==> config.mk <==
export PLATFORM = sky130hd
export DESIGN_NAME = pec_wei_unpack_flat
export DESIGN_NICKNAME = d
export VERILOG_FILES = /design/src/rtl/pec_wei_unpack_if.sv /design/src/rtl/pec_wei_unpack.sv /design/src/flat_wrapper.sv
export SDC_FILE = /design/constraint.sdc
export NUM_CORES = 2
export LEC_CHECK = 0
export ABC_AREA = 1
export CAP_MARGIN = 30
export CORE_MARGIN = 3
export CORE_UTILIZATION = 35
export DETAILED_ROUTE_END_ITERATION = 7
export PLACE_DENSITY = 0.62
export RECOVER_POWER = 25
export SLEW_MARGIN = 20
export SYNTH_ARGS = -nofsm -noshare
export SYNTH_HDL_FRONTEND = slang
export SYNTH_SLANG_ARGS = --single-unit
==> constraint.sdc <==
create_clock -name clk -period 44.6 [get_ports clk]
set_clock_uncertainty 0.05 [all_clocks]
set_input_delay 8.92 -clock clk [delete_from_list [all_inputs] [get_ports clk]]
set_output_delay 8.92 -clock clk [all_outputs]
set_load 0.02 [all_outputs]
**Sequential cells coloured by netlist name**

Scale: 1 px per um. Other sequential cells in the stronger grey, the rest of the logic in the fainter grey.
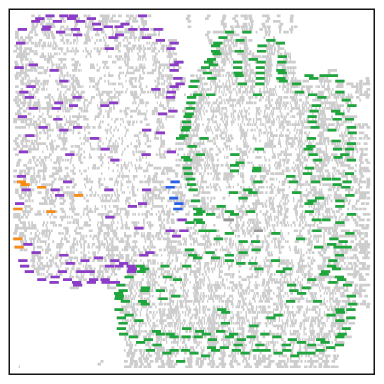
- purple: `u_core.wbuf` (sequential cells 120)
- green: `u_core.rem` (sequential cells 288)
- blue: `u_core.cnt` (sequential cells 5; where centre)
- orange: `u_core.bus.out_wei` (sequential cells 8; where west)
- not coloured: 2
sequential share of cell area: 0.202
power consumed by sequential cells: 0.729 mW

**Port wiring**

Scale: 1 px per um.
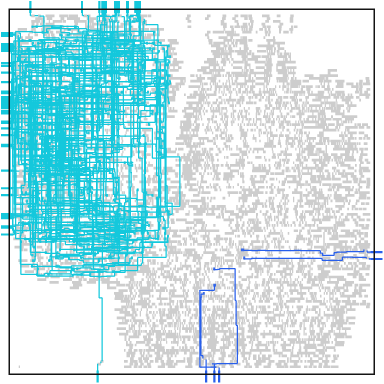
- blue: `bus_out_ch` (direction output; end cells 5; buffers 5; wire 628 um)
- cyan: `bus_wei_dat` (direction input; end cells 607; buffers 105; wire 30.8 mm)
ports placed on the boundary: 379
Port-buffer cells: 378

**Cells coloured by class**

Scale: 1 px per um.
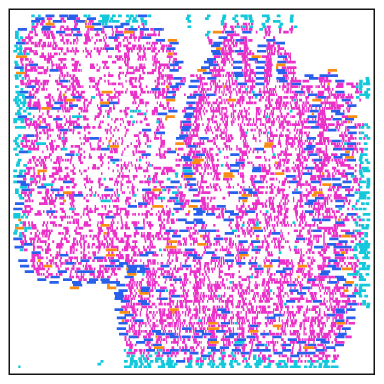
- orange: clock drivers and dummy loads (cells 109)
- cyan: other buffers and delay cells (cells 498)
- magenta: combinational and other logic (cells 6,676)
- blue: flops (cells 423)
final design instance area without fill: 52,300 um2
Site Rows: 130
Core Area: 126,000 um2

**Cell placement**

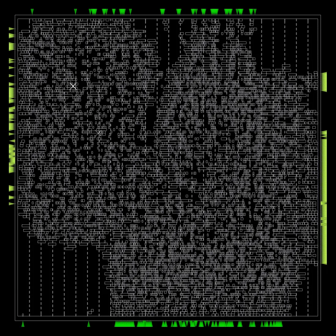
flip-flops: 423
utilization of the core after routing: 0.415
count of non-filler cells in the finished layout: 9,373

==> impl_results.rst <==
Run summary
-----------

.. list-table::
   :header-rows: 1

   * - Metric
     - Value
   * - Status
     - finished with violations
   * - Failing checks
     - design-rule violations, max-capacitance violations, max-slew violations
   * - Share of synthesized cell area in full adder, half adder and majority cells
     - 0.00252
   * - Post-route ant nets
     - 0
   * - DP Cell Count
     - 9,241
   * - Number of clock buffers inserted by TritonCTS
     - 59
   * - Height of the die
     - 364 um
   * - Final hold violation count
     - 0
   * - Max Freq
     - 39.2 MHz
   * - Master cell of the clock root buffer
     - sky130_fd_sc_hd__clkbuf_16
   * - Delay of the slowest critical-path stage
     - 680 ps
   * - Commonest cells after routing, fill and taps aside
     - 1,474 x sky130_fd_sc_hd__nor2_1, 1,287 x sky130_fd_sc_hd__inv_1, 921 x sky130_fd_sc_hd__nand2_1
   * - Dpl hpwl
     - 192 mm
   * - Total nets after synthesis
     - 7,817
   * - Leading cell types by count after synthesis
     - 1,479 x sky130_fd_sc_hd__nor2_1, 1,288 x sky130_fd_sc_hd__inv_1, 921 x sky130_fd_sc_hd__nand2_1
   * - Post-route worst hold slack
     - 522 ps
   * - Number of clock sinks seen by CTS
     - 423
   * - Classification of the worst setup path
     - reg2out
   * - Met3 routed WL
     - 31.6 mm
   * - Share of flip-flops with an asynchronous set or reset after synthesis
     - 1.00
   * - Final weighted congestion in routability-driven placement
     - 1.12
   * - Post-synthesis instance area
     - 44,700 um2
   * - Cells taking the most area after synthesis
     - sky130_fd_sc_hd__dfrtp_1 24%, sky130_fd_sc_hd__nor2_1 12%, sky130_fd_sc_hd__inv_1 11%
   * - Synthesized area per cell
     - 6.01 um2
   * - Clock insertion delay at the later pin of the skew report
     - 720 ps
   * - Detail-routed via count per cell
     - 5.94
   * - Syn-to-layout area delta
     - 16.9%
   * - Most popular library cell in the synthesized design by count
     - sky130_fd_sc_hd__nor2_1
   * - Post-synthesis sequential area ratio
     - 0.237
   * - Max-area cell share
     - 0.237
   * - Final nets
     - 8,024
   * - Initial antenna violation count
     - 15
   * - Cell count of the worst hold path
     - 2
   * - Setup Total Neg Slack
     - 0 ps
   * - H-tree level count
     - 2
   * - Routed length per instance
     - 27.4 um
   * - Number of synthesis warnings
     - 0
   * - Post-CTS Setup Bufs
     - 0
   * - Maximum fanout count along the critical path
     - 4
   * - # DRC
     - 7
   * - IR Drop Worst-Case VDD
     - 0.0000468 V
   * - Top cell family by delay on the critical path
     - simple AND/OR/NAND/NOR gates
   * - Deepest clock path buffer count
     - 3
   * - Total length of routed wires
     - 256 mm
   * - Final period utilization
     - 0.572
   * - Number of instances in the synthesized netlist
     - 7,451
   * - Global-route total usage across every layer
     - 0.372
   * - Clock-pin transition on the worst setup and hold timing paths
     - 60 ps
   * - Most used routing layer in global routing
     - met2
   * - Synthesized chip area reported by yosys
     - 44,700 um2
   * - Critical path data arrival time
     - 16,530 ps
   * - Cell variety after synth
     - 49
   * - Post-CTS sizing
     - 0
   * - Register bit count reported by yosys
     - 423
   * - Sum of buffers and inverters on the critical path
     - 2
   * - MUX share of area
     - 0.0237
   * - Share of the synthesized netlist area taken by xor and xnor gates
     - 0.00294
   * - Ys cells
     - 7,451
   * - Worst setup slack before clock tree synthesis
     - 20,080 ps
   * - Type of destination of the critical path
     - output pin
   * - Most area-hungry cell type in the Yosys netlist
     - sky130_fd_sc_hd__dfrtp_1
   * - Routed met1 length
     - 96.9 mm
   * - Clock tree from TritonCTS
     - yes
   * - Min-delay worst type
     - reg2reg
   * - Final setup violating endpoints
     - 0
   * - Top logic cell by instance count in the layout
     - sky130_fd_sc_hd__nor2_1
   * - Cell type with the highest occurrence count on the critical path
     - sky130_fd_sc_hd__nand2_1
   * - Post-synth top flop
     - sky130_fd_sc_hd__dfrtp_1
   * - Max cap viols
     - 4
   * - Pin count of the biggest net entering global routing
     - 162
   * - CP Depth
     - 288
   * - Core Util at FP
     - 0.355
   * - GR Layer Usage met1
     - 0.461
   * - Reg2reg path depth
     - 10
   * - Drt pass-1 iters
     - 8
   * - Final Power
     - 3.26 mW
   * - Worst-case register-to-register setup slack
     - 34,850 ps
   * - Post-layout worst setup margin
     - 19,100 ps
   * - P_leak
     - 20.4 nW
   * - Simple-Gate Fraction of Synth Area
     - 0.261
   * - Worst slew margin
     - -2.88
   * - # hold bufs at CTS
     - 0
   * - Grt met2 use
     - 0.556
   * - Count of vias placed by the detailed router
     - 55,600
   * - DRC violation total after the first TritonRoute iteration
     - 8,321
   * - Slew at the pin closest to its max-slew limit
     - 5820 ps
   * - First-pass GRT wire length
     - 362 mm
   * - Share of layout cells above drive strength 1
     - 0.0511
   * - Slew Viols, Final
     - 346
   * - Tool warning count
     - 39
   * - Die width
     - 364 um
   * - Highest metal layer with signal wires
     - met5
   * - Total power density per cell area
     - 62.4 nW/um2
   * - CP Data Required Time
     - 35,630 ps
   * - Minimum clock period after layout
     - 25,500 ps
   * - Area of the chip
     - 132,000 um2
   * - Startpoint class of the critical path
     - flip-flop
   * - Fraction of the mapped netlist area in compound gates
     - 0.282
   * - Largest family of logic cells by area
     - AND-OR/OR-AND gates
   * - Flip-flop count of the largest register after layout
     - 288
   * - Leftover overflow at the end of global routing
     - 0
   * - Global-route track usage on met3
     - 0.111
   * - Via count of the first global-routing pass
     - 52,400
   * - Detail Route met2 WL
     - 107 mm
   * - EDFF count, synth
     - 0
   * - Setup repair after global routing missed its margin
     - no
   * - Cell type of the slowest stage on the worst timing path
     - sky130_fd_sc_hd__clkdlybuf4s50_1
==> where the power goes <==
part | leakage, nW | switching, mW | internal, mW
clock | 0.972 | 0.221 | 0.291
sequential | 4.79 | 0.172 | 0.557
combinational | 14.7 | 1.25 | 0.776
total | 20.4 | 1.64 | 1.62
==> final cells by class <==
class,count,area [um2]
fill,13800,73900
multi-input combinational,5171,25600
sequential,423,10600
inverter,1505,7200
timing repair buffer,498,4800
tap,1650,2060
clock buffer,80,1630
clock inverter,29,380
antenna,17,42.5
==> per-stage QoR <==
stage	instance area, um2	util
2_1_floorplan	44700	-
3_3_place_gp	50000	0.396
3_5_place_dp	50200	0.398
4_1_cts	52200	0.414
5_1_grt	52300	0.414
6_report	52300	0.415
Power figures rest on the tool's default switching activity, not on a simulated workload.
